**src/rtl/plab5_mcore_net_resp_unpacker.sv**
```systemverilog
// Core-side receive stage for memory responses arriving over the response
// network. It strips the network header and drops messages addressed to
// another core. Fail and domain-violation responses are flagged and have
// their data zeroed. Accepted responses are buffered in a 2-entry FIFO that
// feeds the core over val/rdy. Saturating counters track misrouted and
// domain-violating messages.
module plab5_mcore_net_resp_unpacker #(
  parameter int p_core_id           = 0,
  parameter int p_mem_opaque_nbits  = 8,
  parameter int p_mem_data_nbits    = 32,
  parameter int p_net_opaque_nbits  = 4,
  parameter int p_net_srcdest_nbits = 3,
  localparam int c_rc = 3 + p_mem_opaque_nbits + 2,
  localparam int c_nc = 2 * p_net_srcdest_nbits + p_net_opaque_nbits + 2 + c_rc,
  localparam int c_om = c_rc + p_mem_data_nbits
) (
  input  logic                        clk,
  input  logic                        reset,
  input  logic                        core_domain,
  input  logic                        in_val,
  output logic                        in_rdy,
  input  logic [c_nc-1:0]             in_msg_control,
  input  logic [p_mem_data_nbits-1:0] in_msg_data,
  output logic                        out_val,
  input  logic                        out_rdy,
  output logic [c_om-1:0]             out_msg,
  output logic                        out_fail,
  output logic                        out_viol,
  output logic [7:0]                  misroute_cnt,
  output logic [7:0]                  viol_cnt
);

  localparam int c_ns = p_net_srcdest_nbits;
  localparam logic [c_ns-1:0] c_core_id = c_ns'(p_core_id);

  // Header fields of the incoming network message
  logic [c_ns-1:0] dest;
  logic            msg_domain;
  logic            msg_fail;
  logic [c_rc-1:0] resp_control;

  assign dest         = in_msg_control[c_nc-1 -: c_ns];
  assign msg_domain   = in_msg_control[c_rc+1];
  assign msg_fail     = in_msg_control[c_rc];
  assign resp_control = in_msg_control[c_rc-1:0];

  // Source id and network opaque are not needed once the message has arrived
  logic unused_hdr;
  assign unused_hdr = ^in_msg_control[c_nc-c_ns-1 : c_rc+2];

  // FIFO state
  logic       enq_ptr;
  logic       deq_ptr;
  logic [1:0] count;

  logic [c_om-1:0] entry_msg  [2];
  logic            entry_fail [2];
  logic            entry_viol [2];

  // Handshake and classification of the current cycle
  logic accept;
  logic dest_ok;
  logic enq;
  logic misroute;
  logic viol;
  logic deq;

  assign in_rdy   = (count != 2'd2);
  assign out_val  = (count != 2'd0);
  assign accept   = in_val & in_rdy;
  assign dest_ok  = (dest == c_core_id);
  assign enq      = accept & dest_ok;
  assign misroute = accept & ~dest_ok;
  assign viol     = (msg_domain != core_domain);
  assign deq      = out_val & out_rdy;

  // Build the entry to enqueue; data is suppressed on fail or violation
  logic [c_om-1:0] enq_msg;
  always_comb begin
    // NOTE: every always_comb output gets a default first so no path can infer a latch.
    enq_msg = {resp_control, in_msg_data};
    if (viol || msg_fail) begin
      enq_msg = {resp_control, {p_mem_data_nbits{1'b0}}};
    end
  end

  // Pointer and occupancy update
  always_ff @(posedge clk) begin
    // NOTE: sequential state uses non-blocking assignments so every register samples pre-edge values.
    if (!reset) begin
      enq_ptr <= 1'b0;
      deq_ptr <= 1'b0;
      count   <= 2'd0;
    end else begin
      if (enq) enq_ptr <= ~enq_ptr;
      if (deq) deq_ptr <= ~deq_ptr;
      case ({enq, deq})
        2'b10:   count <= count + 2'd1;
        2'b01:   count <= count - 2'd1;
        default: count <= count;
      endcase
    end
  end

  // Entry storage written at the enqueue slot
  always_ff @(posedge clk) begin
    // NOTE: storage is not reset; count = 0 already marks every entry invalid and outputs are masked.
    if (enq) begin
      entry_msg[enq_ptr]  <= enq_msg;
      entry_fail[enq_ptr] <= msg_fail;
      entry_viol[enq_ptr] <= viol;
    end
  end

  // Saturating event counters, updated at the accept edge
  always_ff @(posedge clk) begin
    if (!reset) begin
      misroute_cnt <= 8'd0;
      viol_cnt     <= 8'd0;
    end else begin
      if (misroute && misroute_cnt != 8'hFF) misroute_cnt <= misroute_cnt + 8'd1;
      if (enq && viol && viol_cnt != 8'hFF)  viol_cnt     <= viol_cnt + 8'd1;
    end
  end

  // Head-of-queue outputs, forced to zero when empty
  assign out_msg  = out_val ? entry_msg[deq_ptr]  : '0;
  assign out_fail = out_val ? entry_fail[deq_ptr] : 1'b0;
  assign out_viol = out_val ? entry_viol[deq_ptr] : 1'b0;

endmodule

```
**config.mk**
```make
export PLATFORM = sky130hd
export DESIGN_NAME = plab5_mcore_net_resp_unpacker
export DESIGN_NICKNAME = d
export VERILOG_FILES = /design/src/rtl/plab5_mcore_net_resp_unpacker.sv
export SDC_FILE = /design/constraint.sdc
export NUM_CORES = 1
export LEC_CHECK = 0
export CAP_MARGIN = 30
export CORE_ASPECT_RATIO = 2
export CORE_UTILIZATION = 31
export CTS_CLUSTER_DIAMETER = 80
export CTS_CLUSTER_SIZE = 8
export DETAILED_ROUTE_END_ITERATION = 8
export PLACE_DENSITY = 0.66
export SYNTH_ARGS = -nofsm -noshare
export SYNTH_HDL_FRONTEND = slang
export SYNTH_SLANG_ARGS = --single-unit
```
**constraint.sdc**
```tcl
create_clock -name clk -period 8.3 [get_ports clk]
set_clock_uncertainty 0.1 [all_clocks]
set_input_delay 1.245 -clock clk [delete_from_list [all_inputs] [get_ports clk]]
set_output_delay 1.245 -clock clk [all_outputs]
set_load 0.02 [all_outputs]
```
Run 1, the clock network:
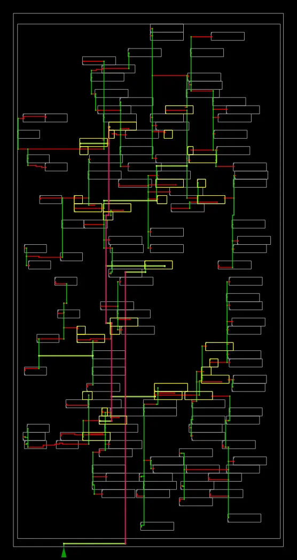
number of clock buffers in the layout: 17
clk sinks: 115
TritonCTS Buffers: 17

Run 1, signal wires by layer:
Scale: 3 px per µm.
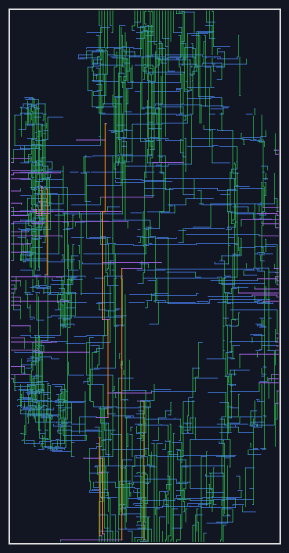
[metal 1] blue | wire length: 3740 µm
[metal 3] purple | wire length: 521 µm
[metal 4] orange | wire length: 333 µm
[metal 2] green | wire length: 6000 µm

==> results.py, run 1 <==
# Generated from Yosys and OpenROAD reports
metrics = {
    "final_layout": {
        "reg_top3": "entry_msg x90, misroute_cnt x8, viol_cnt x8",
        "logic_area_um2": 1480,
        "seq_area_um2": 3240,
        "drive_above_1_share": 0.0948,
        "regMostFlops": "entry_msg",
        "nNetsFinal": 548,
        "n_antenna_cell": 0,
        "largest_reg_flops": 90,
        "area.growth.synth_to_final_pct": 42.4,
        "lay_top_cells": "119 x clkdlybuf4s50_1, 94 x edfxtp_1, 53 x nor2_1",
        "final_util": 0.455,
        "fillers": 1374,
        "design_area_um2": 6810,
    },
    "power_and_ir_drop": {
        "power_density_nw_per_um2": 218,
        "leakagePower_uw": 0.00222,
        "seq_power_share": 0.429,
        "power-top-group": "the clock network",
        "p_sw_uw": 354,
        "pwr-share-clk": 0.454,
        "switching_share": 0.239,
        "seq-power_uw": 636,
        "peakVddDrop_v": 0.000134,
        "pwr-share-comb": 0.118,
        "p_comb_uw": 175,
        "intPower_uw": 1130,
    },
    "placement": {
        "placed_area_um2": 6250,
        "port_buffers": 119,
        "hpwl_um": 7110,
        "gp_routability_congestion": 0.767,
    },
    "timing": {
        "relSlewSlack": 0.452,
        "report.final.setup_viol": 0,
        "hold_viol": 0,
        "worst_pin_slew_ns": 0.822,
        "post-route-period-util": 0.443,
        "drv_slew": 0,
        "rsz0062_at_grt": "false",
        "period_minus_slack_ns": 3.68,
        "max_freq_mhz": 272,
        "tns_ns": 0,
    },
    "worst_setup_path": {
        "startpoint_type": "flip-flop",
        "end_kind": "output port",
        "critPathMaxFanout": 47,
        "cp-endpoint": "out_msg[10]",
        "r2r-end": "entry_msg[1][23]$_DFFE_PP_",
        "ff2ff_setup_slack_ns": 6.17,
        "worstPathArrival_ns": 2.34,
        "timing.rr.start": "count[0]$_SDFFE_PN0P_",
        "rr_worst_depth": 4,
        "worstSetupPathType": "reg -> out",
        "cp.required_ns": 6.95,
    },
    "floorplanning": {
        "chip_area_um2": 16000,
        "core_um2": 15000,
        "floorplan.core_util": 0.319,
        "rows": 63,
        "io_pins": 127,
        "die_y_um": 178,
        "fp.dieW_um": 89.8,
    },
    "global_route": {
        "grt_pass1_vias": 3290,
        "grt_overflow": 0,
        "grt_pass1_wl_um": 16300,
        "grt_max_degree": 48,
        "antenna_found_initial": 0,
        "gr-usage-all-layers": 0.137,
    },
    "run": {
        "warning_count": 33,
        "max-cap-violations": 0,
    },
    "synthesis": {
        "synth-main-ff-cell": "edfxtp_1",
        "syn-cell-area_um2": 4780,
        "yosys_area_um2": 4780,
        "ys_seq_frac": 0.678,
        "avgSynthCellArea_um2": 13.4,
        "edf_count": 94,
        "fp_nets": 421,
        "synth_stat.cells": 356,
        "ys_types": 37,
        "top_area_frac": 0.590,
        "top_area_cell": "edfxtp_1",
        "ys_ff": 115,
        "synthCells": 356,
        "topCellsByArea": "edfxtp_1 59%, mux2i_1 9.8%, dfxtp_1 8.8%",
        "ys_warn_count": 0,
        "async_flop_share": 0,
    },
    "routing": {
        "drt-total-wl_um": 10600,
        "topRoutingLayerUsed": "met4",
        "drt_iter0_drc": 71,
        "vias": 3216,
        "dr_wl_met3_um": 520,
        "final_antenna_net_count": 0,
        "met1_length_um": 3740,
        "via_per_inst": 4.65,
        "drcViolationCount": 0,
        "wl_per_cell_um": 15.3,
        "drt_pass1_iterations": 4,
        "met2_length_um": 6000,
    },
    "clock_network": {
        "clk_pin_slew_worst_paths_ns": 0.05,
        "cts_tree": "yes",
        "postCtsSetupBuffers": 0,
        "cts_resized": 0,
        "htree_levels": 4,
        "root_buffer": "clkbuf_16",
        "cts_hold_buf": 0,
        "cts_buffer_depth": 2,
    },
    "worst_hold_path": {
        "hold_end": "viol_cnt[4]$_SDFFE_PN0P_",
        "min-delay-start": "viol_cnt[4]$_SDFFE_PN0P_",
        "hp-class": "reg -> reg",
        "min_delay_path_depth": 2,
    },
    "outcome": {
        "status": "complete, no violations",
    },
}
Run 1, clock wires, drivers and flops:
Scale: 2 px per µm.
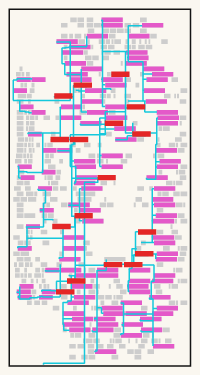
[clock drivers] red | count: 17
[clock wires] cyan | length: 1470 µm
[flip-flops] magenta | count: 115
routed clock nets: 18
flops lie: spread over the die
worst skew pair latency: 0.40 ns
Power Clock: 673 µW

Run 1, selected gate families:
Scale: 2 px per µm.
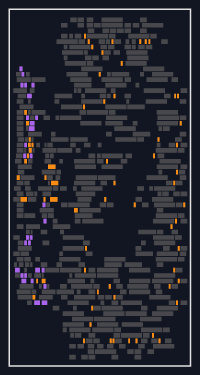
[aoi and oai cells] purple | cells: 29 | most used: a21oi_1
[nor cells] orange | cells: 66 | most used: nor2_1 | where: spread over the die
Commonest Layout Cell: clkdlybuf4s50_1
Cell Count, Final, Fillers Out: 691
Comb/total area: 0.217

-- run 1: through the flow --
stage	hold WS, ns	total power (µW)	instances	setup slack, ns
after detailed placement	0.410	826	659	4.84
after global routing	0.448	1540	691	4.45
final	0.420	1480	691	4.62
after CTS	0.415	1510	691	4.54
after global placement	0.391	817	657	4.85
after floorplan	0.384	736	356	4.07
-- run 1: critical path, stage by stage, from the launching register on --
cell	delay, ns
dfxtp_2	0.31
buf_4	0.63
mux2i_1	0.21
nor2_1	0.15
clkdlybuf4s50_1	0.63
-- run 1: logic make-up (layout without fill, tap and decap cells) --
| family | Yosys count | in the layout | share of synthesized area |
|---|---|---|---|
| muxes | 47 | 47 | 0.0984 |
| xor gates and xnor gates | 5 | 5 | 0.0107 |
| buffers and inverters | 21 | 161 | 0.0175 |
| adders and majority gates | 3 | 3 | 0.00785 |
| AOI/OAI and AO/OA | 32 | 32 | 0.0406 |
| DFF | 115 | 115 | 0.678 |
| and+or+nand+nor | 133 | 133 | 0.147 |
-- run 1: routing by layer --
layer  vias to the layer above  global-route usage
li1                       1560                   -
met1                      1542               0.121
met2                        92               0.263
met3                        22              0.0458
met4                         0              0.0813
met5                         -                   0
-- run 1: layout make-up --
type	instances	area share
Sequential cell	115	0.477
Multi-Input combinational cell	220	0.217
Clock inverter	15	0.0197
Clock buffer	17	0.0625
Timing Repair Buffer	124	0.185
Inverter	5	0.00276
Tap cell	195	0.0358
-- run 1: cells in the mapped netlist, types with 7 or more instances --
master / count
a21oi_1: 14
nor3_1: 7
and2_1: 35
nand3_1: 8
nor2_1: 57
mux2i_1: 47
clkbuf_1: 12
o21ai_0: 7
edfxtp_1: 94
dfxtp_1: 21
==> run 2: changes to the inputs <==
==> constraint.sdc (replaced) <==
create_clock -name clk -period 3.6 [get_ports clk]
set_clock_uncertainty 0.1 [all_clocks]
set_input_delay 0.54 -clock clk [delete_from_list [all_inputs] [get_ports clk]]
set_output_delay 0.54 -clock clk [all_outputs]
set_load 0.02 [all_outputs]
Run 2, selected gate families:
Scale: 2 px per µm.
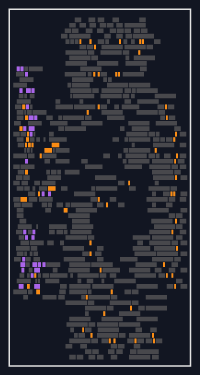
[aoi and oai cells] purple | cells: 29 | most used: a21oi_1
[nor cells] orange | cells: 66 | most used: nor2_1 | where: spread over the die

Run 2, the clock network:
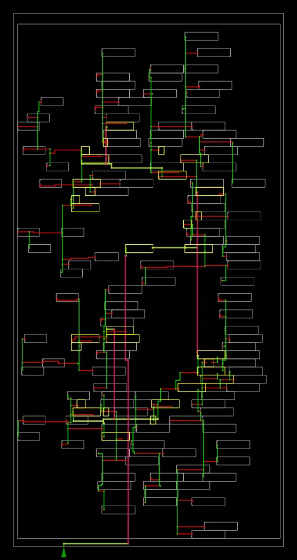
Power Clock: 1580 µW
flop count: 115

==> run 2 against run 1 <==
Power rose by 130%. Global-route usage barely moved. Via count rose by 0.47%. Clock-buffer cell count did not move. Clock power rose by 130%. Setup slack got worse by 4.1 ns. Critical endpoint is now out_msg[12]. Largest power group unchanged.
==> results.py, run 2 <==
# Generated from Yosys and OpenROAD reports
metrics = {
    "floorplanning": {
        "chip_area_um2": 16000,
        "io_pins": 127,
        "die_y_um": 178,
        "fp.dieW_um": 89.8,
        "floorplan.core_util": 0.319,
        "core_um2": 15000,
    },
    "routing": {
        "dr_wl_met3_um": 528,
        "final_antenna_net_count": 0,
        "met2_length_um": 6110,
        "drt-total-wl_um": 10500,
        "via_per_inst": 4.67,
        "drt_iter0_drc": 134,
        "drcViolationCount": 0,
    },
    "global_route": {
        "grt_pass1_wl_um": 16400,
        "use_met3": 0.0398,
        "top_usage_layer": "met2",
        "use_met1": 0.121,
        "grt_max_degree": 48,
        "antenna_found_initial": 1,
        "gr-usage-all-layers": 0.137,
        "grt.met2_usage": 0.268,
        "grt_pass1_vias": 3325,
        "grt_overflow": 0,
    },
    "timing": {
        "period_minus_slack_ns": 3.05,
        "hold_viol": 0,
        "relSlewSlack": 0.544,
        "tns_ns": 0,
        "fin_hold_ws_ns": 0.420,
        "max_freq_mhz": 328,
        "rsz0062_at_grt": "false",
        "post-route-period-util": 0.847,
    },
    "clock_network": {
        "postCtsSetupBuffers": 0,
        "cts_buffer_depth": 2,
        "root_buffer": "clkbuf_16",
        "clock-sinks": 115,
        "cts_hold_buf": 0,
        "htree_levels": 4,
        "clk_pin_slew_worst_paths_ns": 0.05,
        "worstSkewPairLatency_ns": 0.40,
        "cts_resized": 0,
        "cts_buffers": 17,
    },
    "power_and_ir_drop": {
        "seq_power_share": 0.429,
        "leakagePower_uw": 0.00224,
        "peakVddDrop_v": 0.000371,
        "pwr-share-comb": 0.112,
        "switching_share": 0.228,
    },
    "synthesis": {
        "edf_count": 94,
        "topCellsByArea": "edfxtp_1 59%, mux2i_1 9.8%, dfxtp_1 8.8%",
        "top_cell": "edfxtp_1",
        "ys_ff": 115,
        "ys_warn_count": 0,
        "ys_types": 37,
        "async_flop_share": 0,
        "top_area_cell": "edfxtp_1",
        "top_area_frac": 0.590,
        "synth-main-ff-cell": "edfxtp_1",
    },
    "final_layout": {
        "reg_top3": "entry_msg x90, misroute_cnt x8, viol_cnt x8",
        "final_common_cell": "clkdlybuf4s50_1",
        "area.growth.synth_to_final_pct": 42.6,
        "n_antenna_cell": 0,
        "largest_reg_flops": 90,
        "regMostFlops": "entry_msg",
    },
    "worst_setup_path": {
        "end_kind": "output port",
        "timing.rr.start": "count[0]$_SDFFE_PN0P_",
        "ff2ff_setup_slack_ns": 1.56,
        "worstPathArrival_ns": 2.41,
        "worstSetupPathType": "reg -> out",
        "critPathMaxFanout": 22,
    },
    "worst_hold_path": {
        "hp-class": "reg -> reg",
        "min-delay-start": "misroute_cnt[5]$_SDFFE_PN0P_",
        "hold_end": "misroute_cnt[5]$_SDFFE_PN0P_",
        "min_delay_path_depth": 2,
    },
    "outcome": {
        "status": "complete, no violations",
    },
    "placement": {
        "hpwl_um": 7300,
        "gp_routability_congestion": 0.761,
    },
    "run": {
        "max-cap-violations": 0,
    },
}
Run 2, clock wires, drivers and flops:
Scale: 2 px per µm.
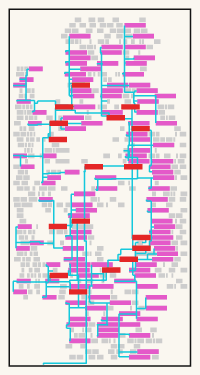
[flip-flops] magenta | count: 115
[clock drivers] red | count: 17
[clock wires] cyan | length: 1420 µm
flops lie: spread over the die
routed clock nets: 18
clock power share: 0.459

## run 2: power groups by stage
stage	Sequential [µW]	Clock, µW	Combinational (µW)
2_1_floorplan	1490	0	203
3_3_place_gp	1500	0	385
3_5_place_dp	1510	0	391
4_1_cts	1480	1620	392
5_1_grt	1480	1680	414
6_report	1480	1580	386
## run 2: worst max path at each step
stage,startpoint,to,depth (start not counted)
3_3_place_gp,flip-flop,out_msg[13],4
4_1_cts,flip-flop,out_msg[12],4
3_5_place_dp,flip-flop,out_msg[12],4
5_1_grt,flip-flop,out_msg[12],4
6_report,flip-flop,out_msg[12],4
2_1_floorplan,in_msg_control[23],entry_fail[0]$_DFFE_PP_,3
## run 2: stage by stage
step	total power (µW)	area, µm²	utilization	std cells	worst slack [ns]
after detailed placement	1900	6260	0.418	661	0.921
after global placement	1890	6260	0.418	661	0.942
after CTS	3490	6820	0.455	692	0.474
final	3440	6820	0.455	692	0.549
after floorplan	1700	4780	-	356	0.0773
after global routing	3570	6820	0.455	692	0.388
## run 2: cell families (layout without fill, tap and decap cells)
logic type,after synthesis,after routing,synth area share
simple gates,133,133,0.147
fa+ha+maj,3,3,0.00785
buf+inv,21,162,0.0175
xor+xnor,5,5,0.0107
flops,115,115,0.678
compound gates,32,32,0.0406
mux,47,47,0.0984
## run 2: critical path, cell delays in order (launching register included)
cell	delay, ns
dfxtp_2	0.77
buf_4	0.35
mux2i_1	0.25
nor2_1	0.08
clkdlybuf4s50_1	0.56
## run 2: cell type report
cell class	instances	area, µm²
Sequential cell	115	3240
Clock buffer	17	425
Inverter	5	18.8
Tap cell	195	244
Multi-Input combinational cell	220	1480
Timing Repair Buffer	126	1270
Fill cell	1386	8160
Clock inverter	14	140
Power figures rest on the tool's default switching activity, not on a simulated workload.
